$ cat config.mk
export PLATFORM = sky130hd
export DESIGN_NAME = lsu_flat
export DESIGN_NICKNAME = d
export VERILOG_FILES = /design/src/rtl/lsu_pkg.sv /design/src/rtl/lsu_if.sv /design/src/rtl/lsu_align.sv /design/src/rtl/lsu.sv /design/src/flat_wrapper.sv
export SDC_FILE = /design/constraint.sdc
export NUM_CORES = 1
export LEC_CHECK = 0
export CORE_ASPECT_RATIO = 1.2
export CORE_MARGIN = 5
export CORE_UTILIZATION = 40
export DETAILED_ROUTE_END_ITERATION = 8
export PLACE_DENSITY = 0.85
export SLEW_MARGIN = 10
export SYNTH_ARGS = -nofsm -noshare
export SYNTH_HDL_FRONTEND = slang
export SYNTH_SLANG_ARGS = --single-unit
$ cat constraint.sdc
create_clock -name i_clk -period 1.8 [get_ports i_clk]
set_clock_uncertainty 0.05 [all_clocks]
set_input_delay 0.27 -clock i_clk [delete_from_list [all_inputs] [get_ports i_clk]]
set_output_delay 0.27 -clock i_clk [all_outputs]
set_load 0.03 [all_outputs]
$ cat src/rtl/lsu_pkg.sv
// Shared types and constants for the RV32I load/store unit.
// Holds FSM states, funct3 width codes, fault causes and the access-size helper.
package lsu_pkg;

    localparam int LSU_ADDR_W = 32;
    localparam int LSU_DATA_W = 32;

    typedef enum logic [1:0] {
        ST_IDLE     = 2'd0,
        ST_REQ      = 2'd1,
        ST_WAIT_RSP = 2'd2,
        ST_DONE     = 2'd3
    } lsu_state_t;

    localparam logic [2:0] F3_B  = 3'd0;
    localparam logic [2:0] F3_H  = 3'd1;
    localparam logic [2:0] F3_W  = 3'd2;
    localparam logic [2:0] F3_BU = 3'd4;
    localparam logic [2:0] F3_HU = 3'd5;

    typedef enum logic [1:0] {
        FC_NONE       = 2'd0,
        FC_MISALIGNED = 2'd1,
        FC_ILLEGAL    = 2'd2
    } fault_cause_t;

    // Returns 1 when the access of this size does not sit on its natural boundary.
    function automatic logic is_misaligned(input logic [2:0] funct3, input logic [1:0] addr_lo);
        logic r_mis;
        case (funct3[1:0])
            2'd1:    r_mis = addr_lo[0];
            2'd2:    r_mis = (addr_lo != 2'd0);
            default: r_mis = 1'b0;
        endcase
        return r_mis;
    endfunction

endpackage

$ cat src/rtl/lsu_if.sv
// Bundle of the execute-side request, data-memory port and writeback result of the LSU.
// master = pipeline/memory environment, slave = the LSU itself.
interface lsu_if #(
    parameter int ADDR_W = 32,
    parameter int DATA_W = 32
) ();

    logic              req_valid;
    logic              req_ready;
    logic              is_load;
    logic              is_store;
    logic [2:0]        funct3;
    logic [ADDR_W-1:0] addr;
    logic [DATA_W-1:0] store_data;

    logic              mem_req_valid;
    logic              mem_req_ready;
    logic [ADDR_W-1:0] mem_addr;
    logic              mem_we;
    logic [3:0]        mem_be;
    logic [DATA_W-1:0] mem_wdata;
    logic              mem_rsp_valid;
    logic [DATA_W-1:0] mem_rsp_rdata;

    logic              done_valid;
    logic [DATA_W-1:0] load_data;
    logic              fault;
    logic [1:0]        fault_cause;

    modport master (
        output req_valid, is_load, is_store, funct3, addr, store_data,
        output mem_req_ready, mem_rsp_valid, mem_rsp_rdata,
        input  req_ready, mem_req_valid, mem_addr, mem_we, mem_be, mem_wdata,
        input  done_valid, load_data, fault, fault_cause
    );

    modport slave (
        input  req_valid, is_load, is_store, funct3, addr, store_data,
        input  mem_req_ready, mem_rsp_valid, mem_rsp_rdata,
        output req_ready, mem_req_valid, mem_addr, mem_we, mem_be, mem_wdata,
        output done_valid, load_data, fault, fault_cause
    );

endinterface

$ cat src/rtl/lsu_align.sv
// Combinational lane logic: legality/alignment check and store lane steering on the
// request side, byte/half extraction with sign or zero extension on the response side.
module lsu_align
    import lsu_pkg::*;
#(
    parameter int DATA_W = 32
) (
    input  logic              i_is_load,
    input  logic              i_is_store,
    input  logic [2:0]        i_funct3,
    input  logic [1:0]        i_addr_lo,
    input  logic [DATA_W-1:0] i_store_data,
    input  logic [2:0]        i_rsp_funct3,
    input  logic [1:0]        i_rsp_addr_lo,
    input  logic [DATA_W-1:0] i_rdata,
    output fault_cause_t      o_cause,
    output logic [3:0]        o_be,
    output logic [DATA_W-1:0] o_wdata,
    output logic [DATA_W-1:0] o_load_data
);

    logic        w_illegal;
    logic [7:0]  w_byte;
    logic [15:0] w_half;

    // Illegal takes priority over misaligned so an undefined funct3 never reports alignment.
    always_comb begin
        w_illegal = 1'b0;
        if (i_is_load == i_is_store) begin
            w_illegal = 1'b1;
        end else if (i_is_load) begin
            case (i_funct3)
                F3_B, F3_H, F3_W, F3_BU, F3_HU: w_illegal = 1'b0;
                default:                        w_illegal = 1'b1;
            endcase
        end else begin
            w_illegal = (i_funct3 > F3_W);
        end

        if (w_illegal) begin
            o_cause = FC_ILLEGAL;
        end else if (is_misaligned(i_funct3, i_addr_lo)) begin
            o_cause = FC_MISALIGNED;
        end else begin
            o_cause = FC_NONE;
        end
    end

    // Stores replicate the datum into every lane so the enables alone pick the target bytes.
    always_comb begin
        o_be    = 4'b1111;
        o_wdata = {DATA_W{1'b0}};
        if (i_is_store) begin
            case (i_funct3)
                F3_B: begin
                    o_be    = 4'b0001 << i_addr_lo;
                    o_wdata = {4{i_store_data[7:0]}};
                end
                F3_H: begin
                    o_be    = i_addr_lo[1] ? 4'b1100 : 4'b0011;
                    o_wdata = {2{i_store_data[15:0]}};
                end
                default: begin
                    o_be    = 4'b1111;
                    o_wdata = i_store_data;
                end
            endcase
        end else begin
            o_be    = 4'b1111;
            o_wdata = {DATA_W{1'b0}};
        end
    end

    // Response formatting uses the op latched at acceptance, not the live request fields.
    always_comb begin
        case (i_rsp_addr_lo)
            2'd0:    w_byte = i_rdata[7:0];
            2'd1:    w_byte = i_rdata[15:8];
            2'd2:    w_byte = i_rdata[23:16];
            default: w_byte = i_rdata[31:24];
        endcase
        w_half = i_rsp_addr_lo[1] ? i_rdata[31:16] : i_rdata[15:0];

        case (i_rsp_funct3)
            F3_B:    o_load_data = {{24{w_byte[7]}}, w_byte};
            F3_BU:   o_load_data = {24'd0, w_byte};
            F3_H:    o_load_data = {{16{w_half[15]}}, w_half};
            F3_HU:   o_load_data = {16'd0, w_half};
            F3_W:    o_load_data = i_rdata;
            default: o_load_data = {DATA_W{1'b0}};
        endcase
    end

endmodule

$ cat src/rtl/lsu.sv
// RV32I load/store unit: accepts one op from execute, runs a single-outstanding
// valid/ready memory access and returns formatted load data with a one-cycle done pulse.
module lsu
    import lsu_pkg::*;
#(
    parameter int ADDR_W = LSU_ADDR_W,
    parameter int DATA_W = LSU_DATA_W
) (
    input  logic  i_clk,
    input  logic  i_rst_n,
    lsu_if.slave  io_bus
);

    lsu_state_t        r_state;
    logic              r_req_ready;
    logic              r_mem_req_valid;
    logic [ADDR_W-1:0] r_mem_addr;
    logic              r_mem_we;
    logic [3:0]        r_mem_be;
    logic [DATA_W-1:0] r_mem_wdata;
    logic              r_done_valid;
    logic [DATA_W-1:0] r_load_data;
    logic              r_fault;
    fault_cause_t      r_fault_cause;
    logic              r_is_load;
    logic [2:0]        r_funct3;
    logic [1:0]        r_addr_lo;

    fault_cause_t      w_cause;
    logic [3:0]        w_be;
    logic [DATA_W-1:0] w_wdata;
    logic [DATA_W-1:0] w_load_fmt;

    lsu_align #(
        .DATA_W (DATA_W)
    ) u_align (
        .i_is_load     (io_bus.is_load),
        .i_is_store    (io_bus.is_store),
        .i_funct3      (io_bus.funct3),
        .i_addr_lo     (io_bus.addr[1:0]),
        .i_store_data  (io_bus.store_data),
        .i_rsp_funct3  (r_funct3),
        .i_rsp_addr_lo (r_addr_lo),
        .i_rdata       (io_bus.mem_rsp_rdata),
        .o_cause       (w_cause),
        .o_be          (w_be),
        .o_wdata       (w_wdata),
        .o_load_data   (w_load_fmt)
    );

    // Control FSM; every output is a register updated on the transition that defines it.
    always_ff @(posedge i_clk or negedge i_rst_n) begin
        if (!i_rst_n) begin
            r_state         <= ST_IDLE;
            r_req_ready     <= 1'b1;
            r_mem_req_valid <= 1'b0;
            r_mem_addr      <= {ADDR_W{1'b0}};
            r_mem_we        <= 1'b0;
            r_mem_be        <= 4'b0000;
            r_mem_wdata     <= {DATA_W{1'b0}};
            r_done_valid    <= 1'b0;
            r_load_data     <= {DATA_W{1'b0}};
            r_fault         <= 1'b0;
            r_fault_cause   <= FC_NONE;
            r_is_load       <= 1'b0;
            r_funct3        <= 3'd0;
            r_addr_lo       <= 2'd0;
        end else begin
            r_done_valid <= 1'b0;
            case (r_state)
                ST_IDLE: begin
                    if (io_bus.req_valid) begin
                        r_req_ready   <= 1'b0;
                        r_is_load     <= io_bus.is_load;
                        r_funct3      <= io_bus.funct3;
                        r_addr_lo     <= io_bus.addr[1:0];
                        r_load_data   <= {DATA_W{1'b0}};
                        r_fault_cause <= w_cause;
                        if (w_cause == FC_NONE) begin
                            r_fault         <= 1'b0;
                            r_mem_addr      <= {io_bus.addr[ADDR_W-1:2], 2'b00};
                            r_mem_we        <= io_bus.is_store;
                            r_mem_be        <= w_be;
                            r_mem_wdata     <= w_wdata;
                            r_mem_req_valid <= 1'b1;
                            r_state         <= ST_REQ;
                        end else begin
                            r_fault      <= 1'b1;
                            r_done_valid <= 1'b1;
                            r_state      <= ST_DONE;
                        end
                    end else begin
                        r_state <= ST_IDLE;
                    end
                end
                ST_REQ: begin
                    if (io_bus.mem_req_ready) begin
                        r_mem_req_valid <= 1'b0;
                        if (r_is_load) begin
                            r_state <= ST_WAIT_RSP;
                        end else begin
                            r_done_valid <= 1'b1;
                            r_state      <= ST_DONE;
                        end
                    end else begin
                        r_state <= ST_REQ;
                    end
                end
                ST_WAIT_RSP: begin
                    if (io_bus.mem_rsp_valid) begin
                        r_load_data  <= w_load_fmt;
                        r_done_valid <= 1'b1;
                        r_state      <= ST_DONE;
                    end else begin
                        r_state <= ST_WAIT_RSP;
                    end
                end
                ST_DONE: begin
                    r_req_ready <= 1'b1;
                    r_state     <= ST_IDLE;
                end
                default: begin
                    r_req_ready     <= 1'b1;
                    r_mem_req_valid <= 1'b0;
                    r_state         <= ST_IDLE;
                end
            endcase
        end
    end

    assign io_bus.req_ready     = r_req_ready;
    assign io_bus.mem_req_valid = r_mem_req_valid;
    assign io_bus.mem_addr      = r_mem_addr;
    assign io_bus.mem_we        = r_mem_we;
    assign io_bus.mem_be        = r_mem_be;
    assign io_bus.mem_wdata     = r_mem_wdata;
    assign io_bus.done_valid    = r_done_valid;
    assign io_bus.load_data     = r_load_data;
    assign io_bus.fault         = r_fault;
    assign io_bus.fault_cause   = r_fault_cause;

endmodule

$ cat src/flat_wrapper.sv
// flat-port wrapper written by rule: the top's interface ports become plain ports
module lsu_flat import lsu_pkg::*;
#(
    parameter int ADDR_W = LSU_ADDR_W,
    parameter int DATA_W = LSU_DATA_W
)
  (i_clk, i_rst_n, io_bus_req_valid, io_bus_is_load, io_bus_is_store, io_bus_funct3, io_bus_addr, io_bus_store_data, io_bus_mem_req_ready, io_bus_mem_rsp_valid, io_bus_mem_rsp_rdata, io_bus_req_ready, io_bus_mem_req_valid, io_bus_mem_addr, io_bus_mem_we, io_bus_mem_be, io_bus_mem_wdata, io_bus_done_valid, io_bus_load_data, io_bus_fault, io_bus_fault_cause);
  lsu_if #(.ADDR_W(ADDR_W), .DATA_W(DATA_W)) io_bus_i ();
  input  logic i_clk;
  input  logic i_rst_n;
  input wire logic [$bits(io_bus_i.req_valid)-1:0] io_bus_req_valid;
  input wire logic [$bits(io_bus_i.is_load)-1:0] io_bus_is_load;
  input wire logic [$bits(io_bus_i.is_store)-1:0] io_bus_is_store;
  input wire logic [$bits(io_bus_i.funct3)-1:0] io_bus_funct3;
  input wire logic [$bits(io_bus_i.addr)-1:0] io_bus_addr;
  input wire logic [$bits(io_bus_i.store_data)-1:0] io_bus_store_data;
  input wire logic [$bits(io_bus_i.mem_req_ready)-1:0] io_bus_mem_req_ready;
  input wire logic [$bits(io_bus_i.mem_rsp_valid)-1:0] io_bus_mem_rsp_valid;
  input wire logic [$bits(io_bus_i.mem_rsp_rdata)-1:0] io_bus_mem_rsp_rdata;
  output wire logic [$bits(io_bus_i.req_ready)-1:0] io_bus_req_ready;
  output wire logic [$bits(io_bus_i.mem_req_valid)-1:0] io_bus_mem_req_valid;
  output wire logic [$bits(io_bus_i.mem_addr)-1:0] io_bus_mem_addr;
  output wire logic [$bits(io_bus_i.mem_we)-1:0] io_bus_mem_we;
  output wire logic [$bits(io_bus_i.mem_be)-1:0] io_bus_mem_be;
  output wire logic [$bits(io_bus_i.mem_wdata)-1:0] io_bus_mem_wdata;
  output wire logic [$bits(io_bus_i.done_valid)-1:0] io_bus_done_valid;
  output wire logic [$bits(io_bus_i.load_data)-1:0] io_bus_load_data;
  output wire logic [$bits(io_bus_i.fault)-1:0] io_bus_fault;
  output wire logic [$bits(io_bus_i.fault_cause)-1:0] io_bus_fault_cause;
  assign io_bus_i.req_valid = io_bus_req_valid;
  assign io_bus_i.is_load = io_bus_is_load;
  assign io_bus_i.is_store = io_bus_is_store;
  assign io_bus_i.funct3 = io_bus_funct3;
  assign io_bus_i.addr = io_bus_addr;
  assign io_bus_i.store_data = io_bus_store_data;
  assign io_bus_i.mem_req_ready = io_bus_mem_req_ready;
  assign io_bus_i.mem_rsp_valid = io_bus_mem_rsp_valid;
  assign io_bus_i.mem_rsp_rdata = io_bus_mem_rsp_rdata;
  assign io_bus_req_ready = io_bus_i.req_ready;
  assign io_bus_mem_req_valid = io_bus_i.mem_req_valid;
  assign io_bus_mem_addr = io_bus_i.mem_addr;
  assign io_bus_mem_we = io_bus_i.mem_we;
  assign io_bus_mem_be = io_bus_i.mem_be;
  assign io_bus_mem_wdata = io_bus_i.mem_wdata;
  assign io_bus_done_valid = io_bus_i.done_valid;
  assign io_bus_load_data = io_bus_i.load_data;
  assign io_bus_fault = io_bus_i.fault;
  assign io_bus_fault_cause = io_bus_i.fault_cause;
  lsu #(.ADDR_W(ADDR_W), .DATA_W(DATA_W)) u_core (.i_clk(i_clk), .i_rst_n(i_rst_n), .io_bus(io_bus_i));
endmodule
Fig. 1: routing congestion
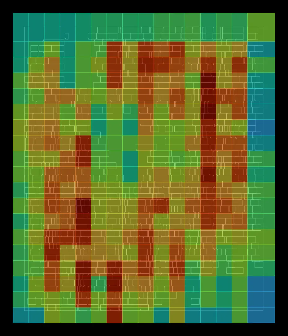
utilization after layout: 71.7%
met3 Use GR: 5.84%
busiest grt layer: met2

Fig. 2: signal wires by layer
(3 px per um) Two of the layers only.
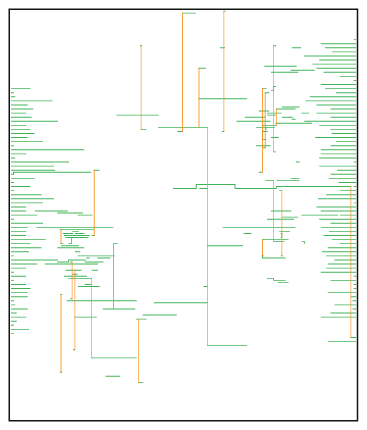
| colour | layer | wire length |
|---|---|---|
| orange | metal 4 | 545 um |
| green | metal 3 | 1,670 um |
WL final: 19.4 mm
Vias: 5,261
wire per inst: 20.7 um

==> results.cfg <==
; generated from flow reports
[worst_setup_path]
critPathTopFamily = buffers and inverters
worst-path-stages = 8
worstPathBufferInverterCount = 5
worstSetupStartpointType = register
critPathMaxStageDelay_ns = 0.41
required_ns = 2.07
path_max_fanout = 6
rr_endpoint = u_core.io_bus.mem_wdata[4]$_DFFE_PN0P_
ff2ff_path_depth = 8

[power_and_ir_drop]
power.share.switching_pct = 40.0
top_power_group = combinational logic
p_int_mw = 9.72
p_switching_mw = 6.48
p_leak_nw = 4.82
power_per_cell_area_nw_per_um2 = 1720
clkPwrFrac_pct = 21.7

[drt]
wl_met3_mm = 1.67
ant_nets = 0

[cells_and_area]
n_all_inverters = 38
fillCellCount = 872
final_cells = 939
area_dominant_class = buffers
final-clk-cell-share_pct = 6.58
drive_above_1_share_pct = 25.7

[cts]
h-tree-depth = 4
clockBufferDepth = 2
holdBufCountCts = 1
cts-resized-gates = 86
cts_buffers = 17

[placement]
post-dp-hpwl_mm = 13.4
place_congestion = 0.892
placed_cells = 890

[hold_path]
min_to = u_core.r_addr_lo[1]$_DFFE_PN0P_

[final_timing]
whs_ns = 0.237
drv_slew = 0
setup_viol = 67
setup_ws_ns = -0.137

[yosys]
ys_seq_share_pct = 52.9
mux_share_pct = 12.8
ys_cells = 488
ys_ff = 113

[outcome]
violations = negative setup slack
status = finished with violations

[grt]
met2_usage_pct = 41.6
antenna_found_initial = 0
grt_pass1_vias = 5486

[run]
max_cap_violations = 0

[floorplanning]
fp-row-count = 46
Fig. 3: met1 routing
(4 px per um) Supply wires on this layer in grey.
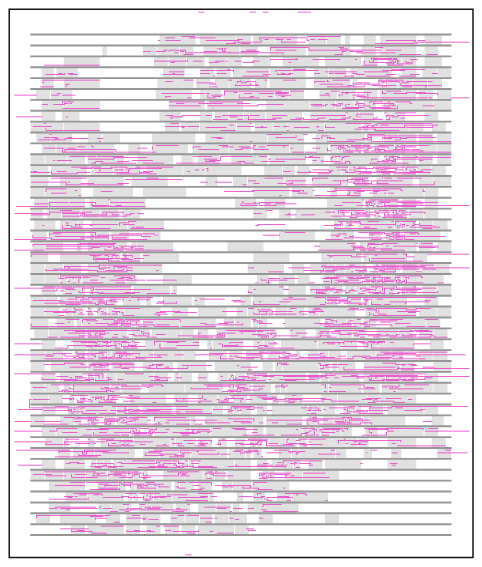
wire length on this layer: 7,120 um
main direction: horizontal
nets with wire on the layer: 754

synth_stat cells, types with 2 or more instances:
library cell  instances
a211o_1               8
mux2_2                5
a21oi_1              29
or3_1                 2
nor2b_1               6
buf_2                 7
ha_1                  4
dfrtp_1             112
a221o_1              17
nor4bb_1              2
clkbuf_1             18
buf_1                 2
mux2i_1              20
nand2_1              48
a221oi_1              7
buf_6                 2
nand2b_1              4
mux2_1               38
o22a_1                4
nor3_1                2
o221ai_1              6
o21ai_0              16
a31oi_1               2
and3_1                3
inv_1                37
buf_4                 6
a22oi_1              16
nor2_1               21
or2_2                 2
nor3b_1               3
o22ai_1              16
and3b_1               2
logic make-up (layout without fill, tap and decap cells):
logic type	Yosys count	count (layout)
other cells	1	2
compound gates	133	133
fa+ha+maj	4	4
flops	113	113
mux	63	63
simple gates	100	100
buf+inv	74	356
